**src/rtl/instr_fetcher.sv**
```systemverilog
// Instruction fetch stage: issues one program-memory read per FETCH, holds the word for the
// decoder, and substitutes RET if memory never answers within TIMEOUT_CYCLES.
module instr_fetcher #(
    parameter int unsigned PROGRAM_ADDR_WIDTH = 8,
    parameter int unsigned INSTR_WIDTH        = 16,
    parameter int unsigned TIMEOUT_CYCLES     = 255
) (
    input  logic                          clk,
    input  logic                          rst,
    input  logic [2:0]                    core_state,
    input  logic [PROGRAM_ADDR_WIDTH-1:0] current_pc,
    output logic                          mem_read_valid,
    output logic [PROGRAM_ADDR_WIDTH-1:0] mem_read_address,
    input  logic                          mem_read_ready,
    input  logic [INSTR_WIDTH-1:0]        mem_read_data,
    output logic [1:0]                    fetcher_state,
    output logic [INSTR_WIDTH-1:0]        instruction,
    output logic                          fetch_error
);

    localparam logic [2:0] CoreFetch  = 3'b001;
    localparam logic [2:0] CoreDecode = 3'b010;
    localparam logic [3:0] OpcodeRet  = 4'hF;

    localparam bit          WdEnable = (TIMEOUT_CYCLES != 0);
    localparam int unsigned CntWidth = WdEnable ? $clog2(TIMEOUT_CYCLES + 1) : 1;

    localparam logic [CntWidth-1:0] CntMax      = '1;
    localparam logic [CntWidth-1:0] TimeoutLast =
        WdEnable ? CntWidth'(TIMEOUT_CYCLES - 1) : '0;

    typedef enum logic [1:0] {
        StIdle     = 2'd0,
        StFetching = 2'd1,
        StFetched  = 2'd2
    } fetch_state_e;

    fetch_state_e                  state_q, state_d;
    logic                          valid_q, valid_d;
    logic [PROGRAM_ADDR_WIDTH-1:0] addr_q, addr_d;
    logic [INSTR_WIDTH-1:0]        instr_q, instr_d;
    logic                          err_q, err_d;
    logic [CntWidth-1:0]           cnt_q, cnt_d;

    always_comb begin
        state_d = state_q;
        valid_d = valid_q;
        addr_d  = addr_q;
        instr_d = instr_q;
        err_d   = err_q;
        cnt_d   = cnt_q;
        case (state_q)
            StIdle: begin
                if (core_state == CoreFetch) begin
                    valid_d = 1'b1;
                    addr_d  = current_pc;
                    cnt_d   = '0;
                    state_d = StFetching;
                end
            end
            StFetching: begin
                // Returned data wins over a watchdog expiry on the same edge.
                if (mem_read_ready) begin
                    instr_d = mem_read_data;
                    valid_d = 1'b0;
                    state_d = StFetched;
                end else begin
                    if (cnt_q != CntMax) begin
                        cnt_d = cnt_q + CntWidth'(1);
                    end
                    if (WdEnable && (cnt_q == TimeoutLast)) begin
                        instr_d = {OpcodeRet, {(INSTR_WIDTH - 4){1'b0}}};
                        err_d   = 1'b1;
                        valid_d = 1'b0;
                        state_d = StFetched;
                    end
                end
            end
            StFetched: begin
                if (core_state == CoreDecode) begin
                    state_d = StIdle;
                end
            end
            default: begin
                state_d = StIdle;
            end
        endcase
    end

    always_ff @(posedge clk) begin
        if (rst) begin
            state_q <= StIdle;
            valid_q <= 1'b0;
            addr_q  <= '0;
            instr_q <= '0;
            err_q   <= 1'b0;
            cnt_q   <= '0;
        end else begin
            state_q <= state_d;
            valid_q <= valid_d;
            addr_q  <= addr_d;
            instr_q <= instr_d;
            err_q   <= err_d;
            cnt_q   <= cnt_d;
        end
    end

    assign mem_read_valid   = valid_q;
    assign mem_read_address = addr_q;
    assign fetcher_state    = state_q;
    assign instruction      = instr_q;
    assign fetch_error      = err_q;

endmodule

```
**config.mk**
```make
export PLATFORM = sky130hd
export DESIGN_NAME = instr_fetcher
export DESIGN_NICKNAME = d
export VERILOG_FILES = /design/src/rtl/instr_fetcher.sv
export SDC_FILE = /design/constraint.sdc
export NUM_CORES = 1
export LEC_CHECK = 0
export ABC_CLOCK_PERIOD_IN_PS = 2190
export CORE_ASPECT_RATIO = 1.4
export CORE_MARGIN = 4
export CORE_UTILIZATION = 35
export DETAILED_ROUTE_END_ITERATION = 8
export PLACE_DENSITY = 0.67
export SETUP_SLACK_MARGIN = 0.4
export SLEW_MARGIN = 5
export SYNTH_ARGS = -nofsm -noshare
export SYNTH_HDL_FRONTEND = slang
export SYNTH_SLANG_ARGS = --single-unit
```
**constraint.sdc**
```tcl
create_clock -name clk -period 2.19 [get_ports clk]
set_clock_uncertainty 0.2 [all_clocks]
set_input_delay 0.5475 -clock clk [delete_from_list [all_inputs] [get_ports clk]]
set_output_delay 0.5475 -clock clk [all_outputs]
set_load 0.005 [all_outputs]
```
### Congestion heat map

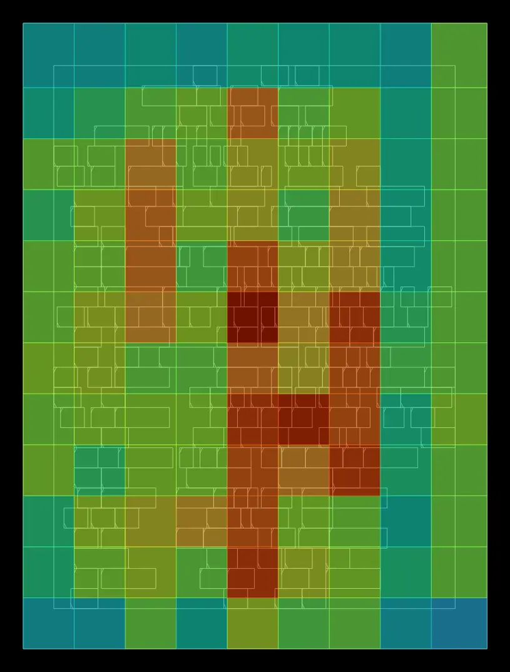
Finished Core Util: 58.0%
Global Route met3 Usage: 5.62%
met1 Usage GRT: 17.8%

### Signal wires by layer

Two of the layers only.
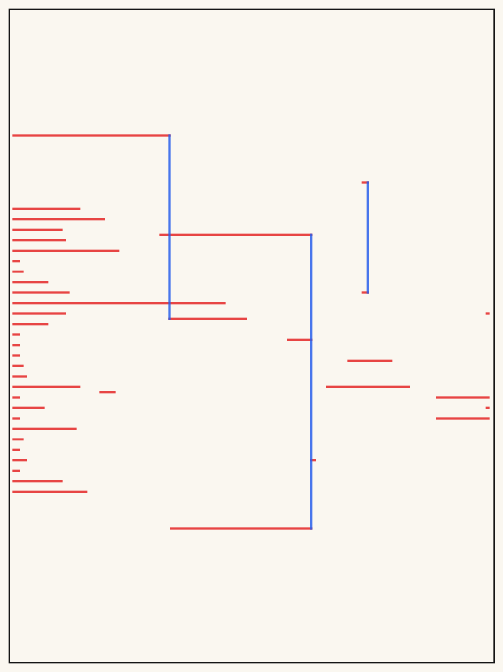
M4: drawn in blue, wire length 76.2 um. M3: drawn in red, wire length 249 um.

==> results.yml <==
# yosys + openroad results
outcome:
  outcome: "finished clean"
sta:
  worst_pin_slew_ps: 277
  timing.setup.tns_ps: 0
  maxSlewViolCount: 0
  holdWs_ps: 256
  hold_viol: 0
  rsz0062_at_grt: "yes"
  fin_ws_ps: 442
synthesis:
  area_leaders: "dfxtp_1 (49%), a22o_1 (7.2%), a21oi_1 (5.8%), nand2_1 (5.4%), o221a_2 (3.1%)"
  enable_flop_cells: 0
  synth_nets: 183
  largest_area_cell: "dfxtp_1"
  syn_area_per_cell_um2: 9.72
  netlist_area_um2: 1470
  ys_cells: 151
  ys_seq_share_pct: 49.1
  aoi_share_pct: 26.3
  yosys_area_um2: 1470
  synthMostInstantiatedCell: "dfxtp_1"
  top_area_share_pct: 49.1
  synthDistinctLibCells: 39
  synth-async-reset-ratio_pct: 0
routing:
  routed_wl_um: 4240
  vias: 1423
critical_path:
  worstReg2RegStart: "fetcher_state[1]"
  r2r_setup_slack_ps: 440
  cp_max_fo: 8
  cp-end-kind: "flop"
  cp_data_arrival_time_ps: 1720
  cp_top_family: "simple AND/OR/NAND/NOR gates"
  ff2ff_path_depth: 5
  crit_required_ps: 2160
  path_class: "reg -> reg"
  max_stage_delay_ps: 580
clock_tree:
  htree_levels: 2
  cts_tree: "built"
  path_clk_slew_ps: 70
  postCtsSetupRepairBufs: 3
  cts_root_buffer: "clkbuf_8"
cells_and_area:
  multiInputGateArea_um2: 736
  drive_above_1_share_pct: 22.2
  nets: 256
  antennaDiodeCount: 0
  syn_to_final_growth_pct: 57.6
grt:
  overflow: 0
  grt_usage_pct: 16.4
power:
  p_per_area_nw_per_um2: 603
  vdd_drop_max_uv: 402
die:
  chipArea_um2: 5310
  initial_core_util_pct: 36.8
hold_path:
  hold_path_class: "reg -> reg"
  whs_endpoint: "mem_read_address[0]"
run:
  drv_cap: 0
placement:
  place_area_um2: 2140
  place_congestion: 0.827
### Sequential cells colored by netlist name

Other sequential cells in the stronger gray, the rest of the logic in the fainter gray.
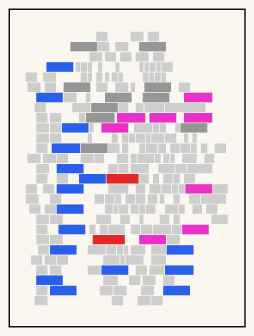
instruction: drawn in blue, flops 16. fetcher_state: drawn in red, flops 2. cnt_q: drawn in magenta, flops 8.
Another 10 sequential cells are not colored.
Seq. pwr: 0.674 mW
Storage cell area: 736 um^2
sequential cell area share: 31.8%

### Ports around the boundary

Pins as bars across the die edge, other pins in gray.
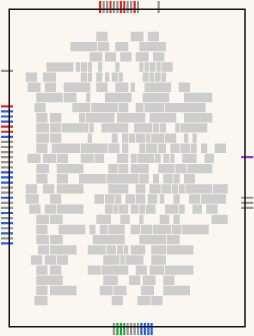
fetch_error: drawn in purple, pins 1, direction output, edge right. instruction: drawn in blue, pins 16, direction output, edge 12 left, 4 bottom. current_pc: drawn in red, pins 8, direction input, edge 5 top, 3 left. core_state: drawn in green, pins 3, direction input, edge bottom.
All pins by edge: 29 left, 13 top, 12 bottom, 4 right.
Die Width: 62.7 um
# port buffers: 57
die height: 84.6 um

routing by layer:
metal,track usage (%),wire (um)
met5,0,0
met4,6.83,76
met3,5.62,249
met2,28.9,2190
met1,17.8,1720
where the power goes:
group | internal [mW] | switching (mW) | total, mW
Combinational | 0.0895 | 0.0582 | 0.148
Sequential | 0.666 | 0.00748 | 0.674
Clock | 0.337 | 0.237 | 0.574
Total | 1.09 | 0.303 | 1.40
flip-flops by register name, indices dropped and copies added, names as in the netlist:
| register | count |
|---|---|
| fetcher_state | 2 |
| instruction | 16 |
| mem_read_address | 8 |
| fetch_error | 1 |
| cnt_q | 8 |
| mem_read_valid | 1 |
worst max-delay path by stage:
stage / from / end / slack, ps / cells past startpoint
floorplan: core_state[1] / cnt_q[3] / 390 / 6
global placement: mem_read_ready / cnt_q[5] / -100 / 5
detailed placement: mem_read_ready / instruction[6] / -190 / 4
CTS: fetcher_state[1] / fetcher_state[1] / 310 / 1
global route: fetcher_state[1] / cnt_q[0] / 360 / 6
finish: fetcher_state[1] / cnt_q[2] / 440 / 5
cell usage in the layout (no fill, tap or decap), drive strengths merged, types with 2 or more instances in the layout:
cell type / instances
o21a: 2
nand2b: 3
a21boi: 2
nor2: 5
or4: 2
a21oi: 18
and4: 2
o21ai: 8
nand3: 7
dlygate4sd2: 28
clkdlybuf4s15: 2
a22o: 12
nand2: 21
clkbuf: 5
inv: 2
buf: 16
clkdlybuf4s50: 25
o221a: 4
a311oi: 2
ha: 2
dfxtp: 36
dlymetal6s2s: 2
layout make-up:
| class | instances | share of cell area [%] |
|---|---|---|
| inverters | 2 | 0.324 |
| clock inverters | 3 | 1.84 |
| flip-flops and latches | 36 | 31.8 |
| multi-input cells | 106 | 31.8 |
| repair buffers | 73 | 28.9 |
| clock buffers | 5 | 2.97 |
| well taps | 43 | 2.33 |
Power and IR drop assume default switching activity.
